## src/rtl/cbx_param.sv

```systemverilog
// Connection box: chanx feed-throughs plus configurable ipin muxes loaded from a serial chain.
// Define CBX_CFG_CHECK_EN to gate each commit on an exact chain-length count.
module cbx_param #(
  parameter int CHAN_W       = 20,
  parameter int N_IPIN       = 12,
  parameter int MUX_SIZE     = 10,
  parameter int TRACK_STRIDE = 2
) (
  input  logic              prog_clk,
  input  logic              pReset,
  input  logic              config_enable,
  input  logic              ccff_head,
  input  logic [CHAN_W-1:0] chanx_left_in,
  input  logic [CHAN_W-1:0] chanx_right_in,
  output logic [CHAN_W-1:0] chanx_left_out,
  output logic [CHAN_W-1:0] chanx_right_out,
  output logic [N_IPIN-1:0] ipin_out,
  output logic              ccff_tail,
  output logic              cfg_committed,
  output logic              cfg_err
);

  localparam int SEL_W    = $clog2(MUX_SIZE);
  localparam int CFG_BITS = N_IPIN * SEL_W;

  logic [CFG_BITS-1:0]           chain_q, chain_d;
  logic [N_IPIN-1:0][SEL_W-1:0]  sel_q, sel_d;
  logic [N_IPIN-1:0][SEL_W-1:0]  chain_sel;
  logic                          en_q;
  logic                          commit_req;
  logic                          commit;

  assign chanx_right_out = chanx_left_in;
  assign chanx_left_out  = chanx_right_in;
  assign ccff_tail       = chain_q[CFG_BITS-1];
  assign commit_req      = en_q & ~config_enable;

  // Each ipin field sits MSB-first in the chain, so reverse it into a select.
  for (genvar k = 0; k < N_IPIN; k++) begin : g_ipin
    logic [MUX_SIZE-1:0] mux_in;

    for (genvar j = 0; j < SEL_W; j++) begin : g_bit
      assign chain_sel[k][SEL_W-1-j] = chain_q[k*SEL_W+j];
    end

    for (genvar m = 0; m < MUX_SIZE/2; m++) begin : g_pair
      localparam int IDX = (k + m*TRACK_STRIDE) % CHAN_W;
      assign mux_in[2*m]   = chanx_left_in[IDX];
      assign mux_in[2*m+1] = chanx_right_in[IDX];
    end

    assign ipin_out[k] = (int'(sel_q[k]) < MUX_SIZE) ?
                         mux_in[sel_q[k]] : 1'b0;
  end

`ifdef CBX_CFG_CHECK_EN
  localparam int CNT_W = $clog2(CFG_BITS + 2);

  logic [CNT_W-1:0] cnt_q, cnt_d;
  logic             err_q, err_d;
  logic             cnt_ok;

  assign cnt_ok = (cnt_q == CNT_W'(CFG_BITS));
  assign commit = commit_req & cnt_ok;

  // The rising-edge cycle is itself a shift, so the count restarts at 1.
  always_comb begin
    cnt_d = cnt_q;
    err_d = err_q | (commit_req & ~cnt_ok);
    if (config_enable) begin
      if (!en_q)
        cnt_d = CNT_W'(1);
      else if (cnt_q != '1)
        cnt_d = cnt_q + 1'b1;
    end
  end

  always_ff @(posedge prog_clk) begin
    if (pReset) begin
      cnt_q <= '0;
      err_q <= 1'b0;
    end else begin
      cnt_q <= cnt_d;
      err_q <= err_d;
    end
  end

  assign cfg_err = err_q;
`else
  assign commit  = commit_req;
  assign cfg_err = 1'b0;
`endif

  assign cfg_committed = commit & ~pReset;

  always_comb begin
    chain_d = chain_q;
    sel_d   = sel_q;
    if (config_enable)
      chain_d = {chain_q[CFG_BITS-2:0], ccff_head};
    if (commit)
      sel_d = chain_sel;
  end

  always_ff @(posedge prog_clk) begin
    if (pReset) begin
      chain_q <= '0;
      sel_q   <= '0;
      en_q    <= 1'b0;
    end else begin
      chain_q <= chain_d;
      sel_q   <= sel_d;
      en_q    <= config_enable;
    end
  end

endmodule

```

## config.mk

```make
export PLATFORM = sky130hd
export DESIGN_NAME = cbx_param
export DESIGN_NICKNAME = d
export VERILOG_FILES = /design/src/rtl/cbx_param.sv
export SDC_FILE = /design/constraint.sdc
export NUM_CORES = 1
export LEC_CHECK = 0
export ABC_AREA = 1
export CAP_MARGIN = 20
export CORE_AREA = 2 2 108 110
export DETAILED_ROUTE_END_ITERATION = 12
export DIE_AREA = 0 0 110 112
export PLACE_DENSITY = 0.7
export REMOVE_ABC_BUFFERS = 1
export SYNTH_ARGS = -nofsm -noshare
export SYNTH_HDL_FRONTEND = slang
export SYNTH_SLANG_ARGS = --single-unit
```

## constraint.sdc

```tcl
create_clock -name prog_clk -period 1.4 [get_ports prog_clk]
set_input_delay 0.21 -clock prog_clk [delete_from_list [all_inputs] [get_ports prog_clk]]
set_output_delay 0.21 -clock prog_clk [all_outputs]
set_load 0.05 [all_outputs]
```

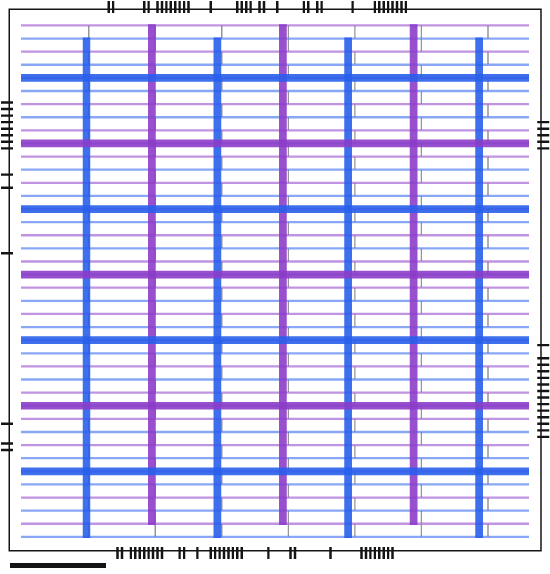
Fig. 1. Power grid (run 1).
Bar = 20 µm. Pins as bars on the die edge. Tap cells in gray.
[VSS] blue
[VDD] purple
met1 rails: 40
tap cells: 143
rows: 39
Core ar.: 0.0112 mm²
die y size: 112 µm
VDD IR max: 0.880 mV

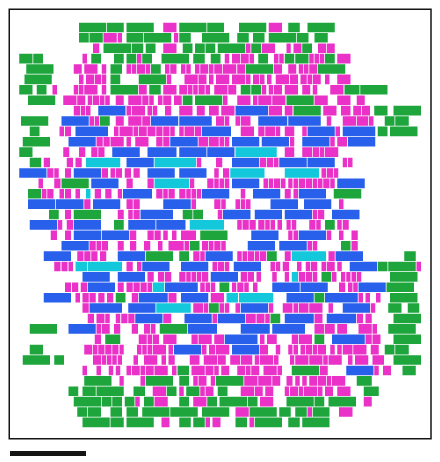
Fig. 2. Cells colored by class (run 1).
Bar = 20 µm.
[combinational and other logic] magenta | cells: 555 | share of their area: 40%
[remaining buffers and delay cells] green | cells: 164 | share of their area: 28%
[clock drivers and dummy loads] cyan | cells: 16 | share of their area: 4.3%
[sequential cells] blue | cells: 97 | share of their area: 27%

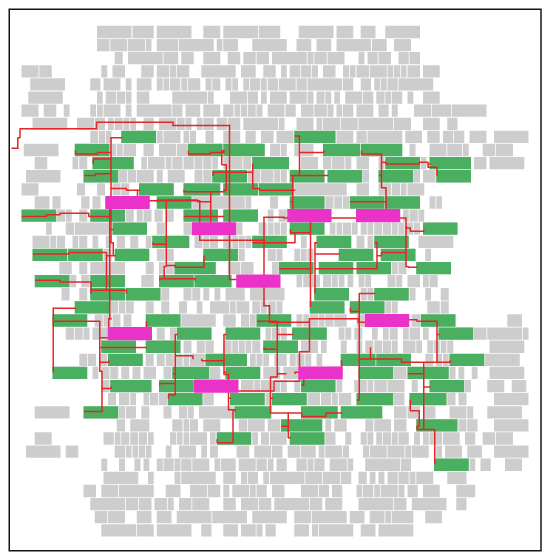
Fig. 3. Routed clock nets over the placement (run 1).
[flip-flops] green | count: 97
[clock wires] red | length: 997 µm
[clock drivers] magenta | count: 9
routed clock nets: 10
Final Skew: 0.00773 ns
clk pwr: 2.60 mW

==> summary.txt, run 1 <==
run results: fp_density=0.438, fin nets=about 870, cts hold-fix bufs=0, initial DRC count=approximately 310, final setup fails=12, Setup crit end kind=output pin, register area=~0.0020 mm², count leader, synth=nand2_1, grt peak-use layer=met2, Post-synth ARST share=0, clkbuf count=10, Synth area leader=dfxtp_1, WP data arrival=1.39 ns, setup ws final=-0.201 ns, Wirelength per Cell=around 15 µm, final std cells w/o fill=a little under 1000, Final ANT Viol Nets=0, GRT Total Usage=0.217, metal2 WL=between 7 and 8 mm, combinational gates=about 460, met3 WL=approximately 600 µm, main flop type after synthesis=dfxtp_1, grt ovf=0, Top class by area=multi-input combinational cells, DP Worst Slack=-0.268 ns, Slew Limit Fails=0, Max Cap Viol=0, outcome=complete, but fails checks, CP required=1.19 ns, crit-path most repeated cell=nand3_1, failing checks=negative setup slack, first-pass GRT wire length=22.0 mm, multi-input logic portion of the cell area=0.343, leakage dissipation=3.26 nW, TritonCTS Sinks=97, Final Core Density=0.676, met3 Use GR=0.0433, # diodes=0, most numerous logic cell after layout=nand2_1, Final min period=roughly 1.6 ns, Hold WS=roughly 0.36 ns, RSZ-0062 raised after global routing=yes, dpl cells=about 950, largest registers=chain_q x48, sel_q x48, en_q x1
run 1: worst paths after layout:
path	startpoint	endpoint	slack, ns	cells after the start
hold / removal	pReset	en_q	0.36	2
setup reg to reg	en_q	sel_q[26]	0.30	6
setup / recovery	sel_q[4]	ipin_out[1]	-0.20	7
hold reg to reg	chain_q[37]	sel_q[38]	0.47	2
run 1: where the power goes:
part           switching [mW]  internal [mW]  total [mW]  leakage [nW]
Sequential             0.0953           2.87        2.96         0.808
Combinational           0.964          0.783        1.75          2.30
Clock                    1.03           1.57        2.60         0.157
run 1: kinds of logic after synthesis:
| group | Yosys count | share of synthesized area |
|---|---|---|
| buffers and inverters | 171 | 0.172 |
| other | 1 | 0.000766 |
| DFF | 97 | 0.396 |
| and+or+nand+nor | 319 | 0.278 |
| AOI/OAI and AO/OA | 138 | 0.153 |
Fig. 4: run 1, routed metal, one color a layer
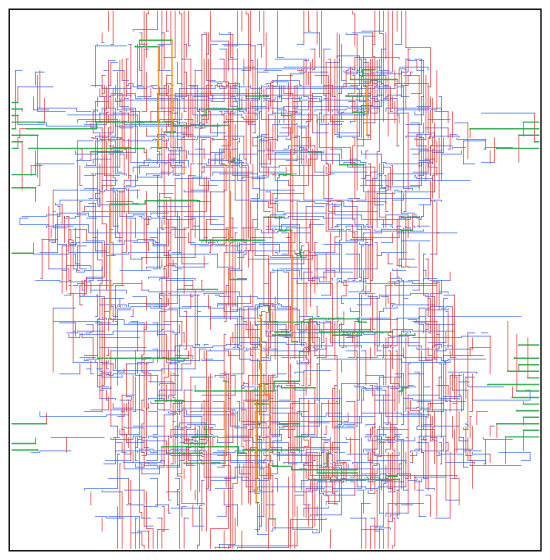

==> run 2: changes to the inputs <==
- CORE_AREA: 2 2 108 110 -> 2 2 102 104
- DIE_AREA: 0 0 110 112 -> 0 0 104 106
- PLACE_DENSITY: 0.7 -> 0.77
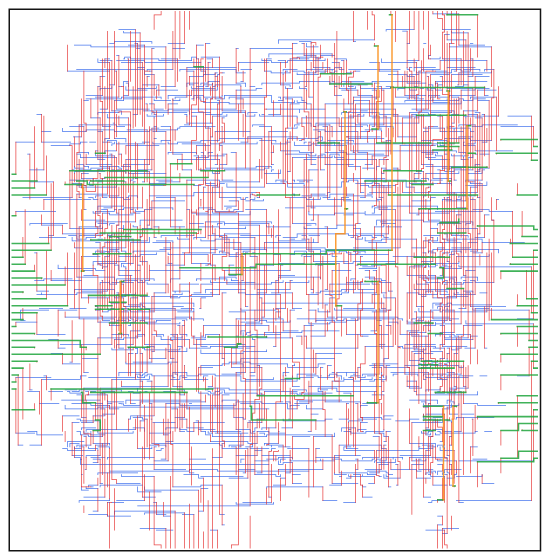
Fig. 5. Routed metal, one color a layer (run 2).
[metal 4] orange | wire length: 226 µm
[metal 1] blue | wire length: 5910 µm
[metal 2] red | wire length: 7010 µm
[metal 3] green | wire length: 894 µm

==> run 2 against run 1 <==
  * Non-clock buffer count shrank 5
  * Die size shrank 11%
  * Critical path type unchanged
  * Sequential cell count is the same
  * Count of clock-buffer cells in the layout shrank 1
  * Cell area shrank 3.3%
  * The flow still finishes with violations (negative setup slack)
  * Critical endpoint unchanged
  * Clock skew grew 0.0026 ns
  * Via count shrank 1.3%
==> summary.txt, run 2 <==
run results: area fraction in compound gates=0.153, Pwr top=registers, Post-synth ARST share=0, clk pwr=~1.7 mW, Synth area leader=dfxtp_1, switching share of power=0.325, XOR-XNOR Cells, Area Fraction=0, register area=0.00200 mm², VDD IR max=roughly 0.54 mV, hold path startpoint=config_enable, CP required=about 1.2 ns, GRT Total Usage=0.235, die y size=between 100 and 150 µm, Synth Area in Simple Gates=0.278, Final Core Density=0.730, most numerous logic cell after layout=nand2_1, dpl cells=roughly 940, outcome=complete, but fails checks, Wirelength per Cell=14.6 µm, final setup fails=12, combinational gates=between 400 and 500, internal power=4.33 mW, Reg2Reg Setup Slack=0.25 ns, Final min period=1.63 ns, TritonCTS Sinks=~97, Setup crit end kind=output pin, reg2reg start=en_q, failing checks=negative setup slack, grt ovf=0, Top class by area=multi-input combinational cells, fp_density=0.490, RSZ-0062 raised after global routing=yes, combinational power share=0.270, Post-synth mux share=0, Hold WS=0.462 ns, Top logic family=simple AND/OR/NAND/NOR gates, Core ar.=roughly 0.01 mm², comb pwr=roughly 1.7 mW, setup ws final=-0.235 ns, Max Cap Viol=0, initial DRC count=between 300 and 400, largest registers=chain_q x48, sel_q x48, en_q x1, DP Worst Slack=-0.273 ns, cts hold-fix bufs=0, sequential power share=0.462, first-pass GRT wire length=between 20 and 25 mm
run 2: worst paths after layout:
path                       to  depth (start not counted)
setup / recovery  ipin_out[1]                          7
hold reg to reg   chain_q[12]                          2
hold / removal    chain_q[10]                          3
setup reg to reg    sel_q[44]                          7
run 2: worst max-delay path: stages (launching register included):
cell and delay [ns]:
dfxtp_2 0.37, inv_2 0.06, or2_1 0.20, nand2_1 0.07, nand3_2 0.07, nand3_2 0.08, nand2_2 0.07, buf_12 0.15
run 2: per-layer routing:
metal | track usage | vias up | wire length (µm) | part of all wire
met2 | 0.411 | 216 | 7010 | 0.50
met5 | 0 | - | 0 | 0
met3 | 0.0399 | 24 | 893 | 0.064
li1 | - | 2509 | - | -
met1 | 0.286 | 2365 | 5910 | 0.42
met4 | 0.101 | 0 | 225 | 0.016
No activity file was given, so power comes from the tool's default toggle rates.
